===== config.mk =====
export PLATFORM = sky130hd
export DESIGN_NAME = spi_minion_router
export DESIGN_NICKNAME = d
export VERILOG_FILES = /design/src/rtl/spi_router_pkg.sv /design/src/rtl/spi_router_fifo.sv /design/src/rtl/spi_minion_router.sv
export SDC_FILE = /design/constraint.sdc
export NUM_CORES = 1
export LEC_CHECK = 0
export ABC_AREA = 1
export CAP_MARGIN = 40
export CORE_UTILIZATION = 48
export DETAILED_ROUTE_END_ITERATION = 8
export GPL_ROUTABILITY_DRIVEN = 0
export PLACE_DENSITY = 0.85
export SETUP_SLACK_MARGIN = 0.3
export SYNTH_ARGS = -nofsm -noshare
export SYNTH_HDL_FRONTEND = slang
export SYNTH_SLANG_ARGS = --single-unit

===== constraint.sdc =====
create_clock -name clk -period 1.55 [get_ports clk]
set_input_delay 0.31 -clock clk [delete_from_list [all_inputs] [get_ports clk]]
set_output_delay 0.31 -clock clk [all_outputs]
set_load 0.01 [all_outputs]

===== src/rtl/spi_router_pkg.sv =====
// Shared definitions for the SPI minion router: packet field layout,
// field extraction helpers and the push opcode decode.
package spi_router_pkg;

  // Widest packet the helpers accept; callers zero-extend into this width.
  localparam int MAX_NBITS = 64;
  localparam int DATA_LSB  = 0;

  typedef enum logic [1:0] {NOP, WRITE, READ, CLEAR} op_e;

  // Packet layout, MSB first: {wrt, rd, addr[abits], data[nbits-2-abits]}
  function automatic int wrt_pos(input int nbits);
    return nbits - 1;
  endfunction

  function automatic int rd_pos(input int nbits);
    return nbits - 2;
  endfunction

  function automatic int addr_lsb(input int nbits, input int abits);
    return nbits - 2 - abits;
  endfunction

  function automatic logic [MAX_NBITS-1:0] field_mask(input int w);
    return {MAX_NBITS{1'b1}} >> (MAX_NBITS - w);
  endfunction

  function automatic logic pkt_wrt(input logic [MAX_NBITS-1:0] pkt, input int nbits);
    logic [MAX_NBITS-1:0] s;
    s = pkt >> wrt_pos(nbits);
    return s[0];
  endfunction

  function automatic logic pkt_rd(input logic [MAX_NBITS-1:0] pkt, input int nbits);
    logic [MAX_NBITS-1:0] s;
    s = pkt >> rd_pos(nbits);
    return s[0];
  endfunction

  function automatic logic [MAX_NBITS-1:0] pkt_addr(input logic [MAX_NBITS-1:0] pkt,
                                                    input int nbits, input int abits);
    return (pkt >> addr_lsb(nbits, abits)) & field_mask(abits);
  endfunction

  function automatic logic [MAX_NBITS-1:0] pkt_data(input logic [MAX_NBITS-1:0] pkt,
                                                    input int dbits);
    return (pkt >> DATA_LSB) & field_mask(dbits);
  endfunction

  function automatic op_e decode_op(input logic wrt, input logic rd);
    case ({wrt, rd})
      2'b10:   return WRITE;
      2'b01:   return READ;
      2'b11:   return CLEAR;
      default: return NOP;
    endcase
  endfunction

endpackage


===== src/rtl/spi_router_fifo.sv =====
// Small synchronous FIFO with registered storage and no bypass; accepts an
// enqueue while full only when an entry leaves in the same cycle.
module spi_router_fifo #(
  parameter int WIDTH = 8,
  parameter int DEPTH = 2
) (
  input  logic             clk,
  input  logic             reset,
  input  logic             enq,
  input  logic [WIDTH-1:0] enq_data,
  input  logic             deq,
  output logic [WIDTH-1:0] head,
  output logic             full,
  output logic             empty
);

  localparam int PW   = (DEPTH > 1) ? $clog2(DEPTH) : 1;
  localparam int CW   = $clog2(DEPTH + 1);
  localparam int MEMD = 2 ** PW;

  logic [WIDTH-1:0] mem [MEMD];
  logic [PW-1:0]    wr_ptr, rd_ptr;
  logic [CW-1:0]    count;
  logic             do_enq, do_deq;

  assign empty  = (count == '0);
  assign full   = (count == CW'(DEPTH));
  assign do_deq = deq && !empty;
  assign do_enq = enq && (!full || do_deq);
  assign head   = mem[rd_ptr];

  function automatic logic [PW-1:0] bump(input logic [PW-1:0] p);
    return (p == PW'(DEPTH - 1)) ? '0 : p + 1'b1;
  endfunction

  // NOTE: sequential state uses non-blocking assignments so every register
  // samples pre-edge values regardless of statement order.
  always_ff @(posedge clk) begin
    if (reset) begin
      wr_ptr <= '0;
      rd_ptr <= '0;
      count  <= '0;
    end else begin
      if (do_enq) wr_ptr <= bump(wr_ptr);
      if (do_deq) rd_ptr <= bump(rd_ptr);
      count <= count + CW'(do_enq) - CW'(do_deq);
    end
  end

  // NOTE: storage is deliberately not reset; count/pointers define validity.
  always_ff @(posedge clk) begin
    if (do_enq) mem[wr_ptr] <= enq_data;
  end

endmodule


===== src/rtl/spi_minion_router.sv =====
// Routes SPI minion packets to per-channel master-to-chip queues and
// returns chip-to-master data through a selector-addressed pull path.
module spi_minion_router
  import spi_router_pkg::*;
#(
  parameter int NBITS = 12,
  parameter int NCH   = 4,
  parameter int DEPTH = 2,
  localparam int ABITS = $clog2(NCH),
  localparam int DBITS = NBITS - 2 - ABITS
) (
  input  logic                 clk,
  input  logic                 reset,
  input  logic                 push_en,
  input  logic [NBITS-1:0]     push_msg,
  input  logic                 pull_en,
  output logic [NBITS-1:0]     pull_msg,
  output logic [NCH-1:0]       send_val,
  input  logic [NCH-1:0]       send_rdy,
  output logic [NCH*DBITS-1:0] send_msg,
  input  logic [NCH-1:0]       recv_val,
  output logic [NCH-1:0]       recv_rdy,
  input  logic [NCH*DBITS-1:0] recv_msg,
  output logic [NCH-1:0]       overflow
);

  if (DBITS < 1) begin : g_bad_width
    $error("spi_minion_router: NBITS too small for NCH, no data bits remain");
  end
  if (NBITS > MAX_NBITS) begin : g_too_wide
    $error("spi_minion_router: NBITS exceeds package MAX_NBITS");
  end

  logic [MAX_NBITS-1:0] pkt;
  logic                 cmd_wrt, cmd_rd;
  logic [ABITS-1:0]     cmd_addr;
  logic [DBITS-1:0]     cmd_data;
  op_e                  cmd_op;

  assign pkt      = MAX_NBITS'(push_msg);
  assign cmd_wrt  = pkt_wrt(pkt, NBITS);
  assign cmd_rd   = pkt_rd(pkt, NBITS);
  assign cmd_addr = ABITS'(pkt_addr(pkt, NBITS, ABITS));
  assign cmd_data = DBITS'(pkt_data(pkt, DBITS));
  assign cmd_op   = decode_op(cmd_wrt, cmd_rd);

  logic [ABITS-1:0] sel;
  logic [NCH-1:0]   mc_full, mc_empty, mc_enq, mc_deq;
  logic [NCH-1:0]   cm_full, cm_empty, cm_enq, cm_deq;
  logic [NCH-1:0]   drop, clr;
  logic [DBITS-1:0] mc_head [NCH];
  logic [DBITS-1:0] cm_head [NCH];

  always_ff @(posedge clk) begin
    if (reset)        sel <= '0;
    else if (push_en) sel <= cmd_addr;
  end

  // A clear on the same channel as a drop wins: the clear mask is applied last.
  always_ff @(posedge clk) begin
    if (reset) overflow <= '0;
    else       overflow <= (overflow | drop) & ~clr;
  end

  for (genvar i = 0; i < NCH; i++) begin : g_ch
    logic hit;
    assign hit = (cmd_addr == ABITS'(i));

    assign mc_enq[i] = push_en && (cmd_op == WRITE) && hit && !mc_full[i];
    assign drop[i]   = push_en && (cmd_op == WRITE) && hit &&  mc_full[i];
    assign clr[i]    = push_en && (cmd_op == CLEAR) && hit;
    assign mc_deq[i] = !mc_empty[i] && send_rdy[i];

    // CM stays ready while full if the pull path frees an entry this cycle.
    assign cm_deq[i]   = pull_en && (cmd_op == READ) && !cm_empty[i] && (sel == ABITS'(i));
    assign recv_rdy[i] = !cm_full[i] || cm_deq[i];
    assign cm_enq[i]   = recv_val[i] && recv_rdy[i];

    assign send_val[i]                 = !mc_empty[i];
    assign send_msg[i*DBITS +: DBITS]  = mc_empty[i] ? '0 : mc_head[i];

    spi_router_fifo #(.WIDTH(DBITS), .DEPTH(DEPTH)) u_mc (
      .clk      (clk),
      .reset    (reset),
      .enq      (mc_enq[i]),
      .enq_data (cmd_data),
      .deq      (mc_deq[i]),
      .head     (mc_head[i]),
      .full     (mc_full[i]),
      .empty    (mc_empty[i])
    );

    spi_router_fifo #(.WIDTH(DBITS), .DEPTH(DEPTH)) u_cm (
      .clk      (clk),
      .reset    (reset),
      .enq      (cm_enq[i]),
      .enq_data (recv_msg[i*DBITS +: DBITS]),
      .deq      (cm_deq[i]),
      .head     (cm_head[i]),
      .full     (cm_full[i]),
      .empty    (cm_empty[i])
    );
  end

  logic             pull_val, pull_spc;
  logic [DBITS-1:0] pull_data;

  assign pull_val  = !cm_empty[sel];
  assign pull_spc  = !mc_full[sel];
  assign pull_data = pull_val ? cm_head[sel] : '0;
  assign pull_msg  = {pull_val, pull_spc, sel, pull_data};

endmodule


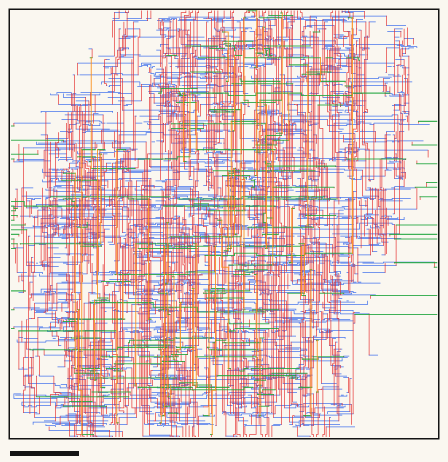
Fig. 1. Metal layers overlaid.
The bar under the picture is 20 um long.
| layer | colour | wire length |
|---|---|---|
| met2 | red | 12400 um |
| met3 | green | 1820 um |
| met4 | orange | 1560 um |
| met1 | blue | 8380 um |
DR WL/cell: 21.48 um
DR vias: 6314

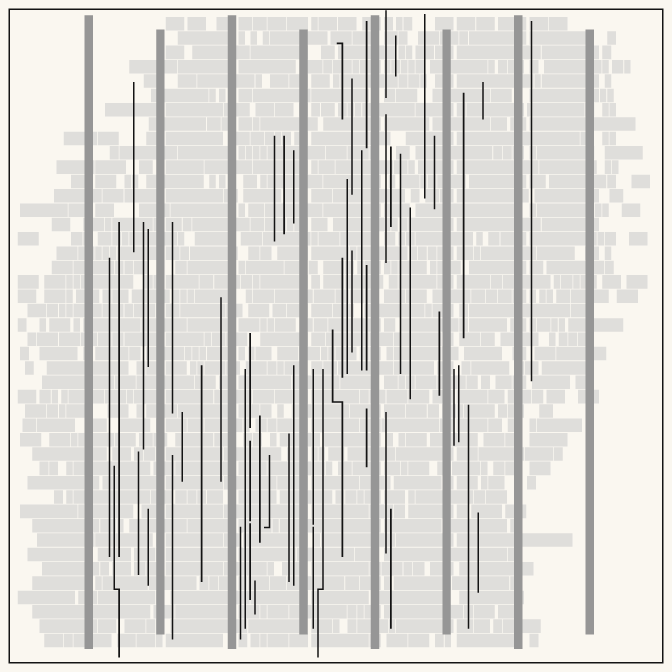
Fig. 2. Metal 4.
Supply wires on this layer in grey. Cells faint in the background.
nets with wire on the layer: 52
wire length on this layer: 1560 um
longest straight run: 68.0 um
share of all routed wire: 6.5%
main direction: vertical
Post-Route WL: 24120 um

==> results.toml <==
# physical design summary
[run_status]
failed_checks = "DRC, setup timing"
outcome = "finished, violations left"

[pwr]
p_seq_frac = 0.380
cellPowerDensity_nw_per_um2 = 1300
p_leak_nw = 4.434

[critical_path]
path_cells = "inv_4 -> nand2_4 -> inv_1 -> nand2_2 -> nand4_4 -> buf_4 -> nor2_1 -> buf_2"
slowest_delay_ns = 0.44
endpoint = "pull_msg[1]"

[sta]
fin_ws_ns = -0.6048
worst_pin_slew_ns = 0.4588
finalSetupViolCount = 137

[global_route]
track_usage = 0.2720
grt_pass1_wl_um = 30480

[floorplan]
coreArea_um2 = 14480
ios = 112

[detailed_routing]
vias_per_cell = 5.622
top_layer = "met4"
drt_iter0_markers = 661
remaining_drc_errors = 1

[yosys]
edf_count = 128
synth-seq-cells = 174
mux_share = 0
top_area_cell = "edfxtp_1"

[finish]
seq_share = 0.4252

[min_path]
min_to = "sel[1]"

[run]
tool_warnings = 29

[clock_network]
insertion_delay_ns = 0.44
post_cts.repair.setup_buffers = 45
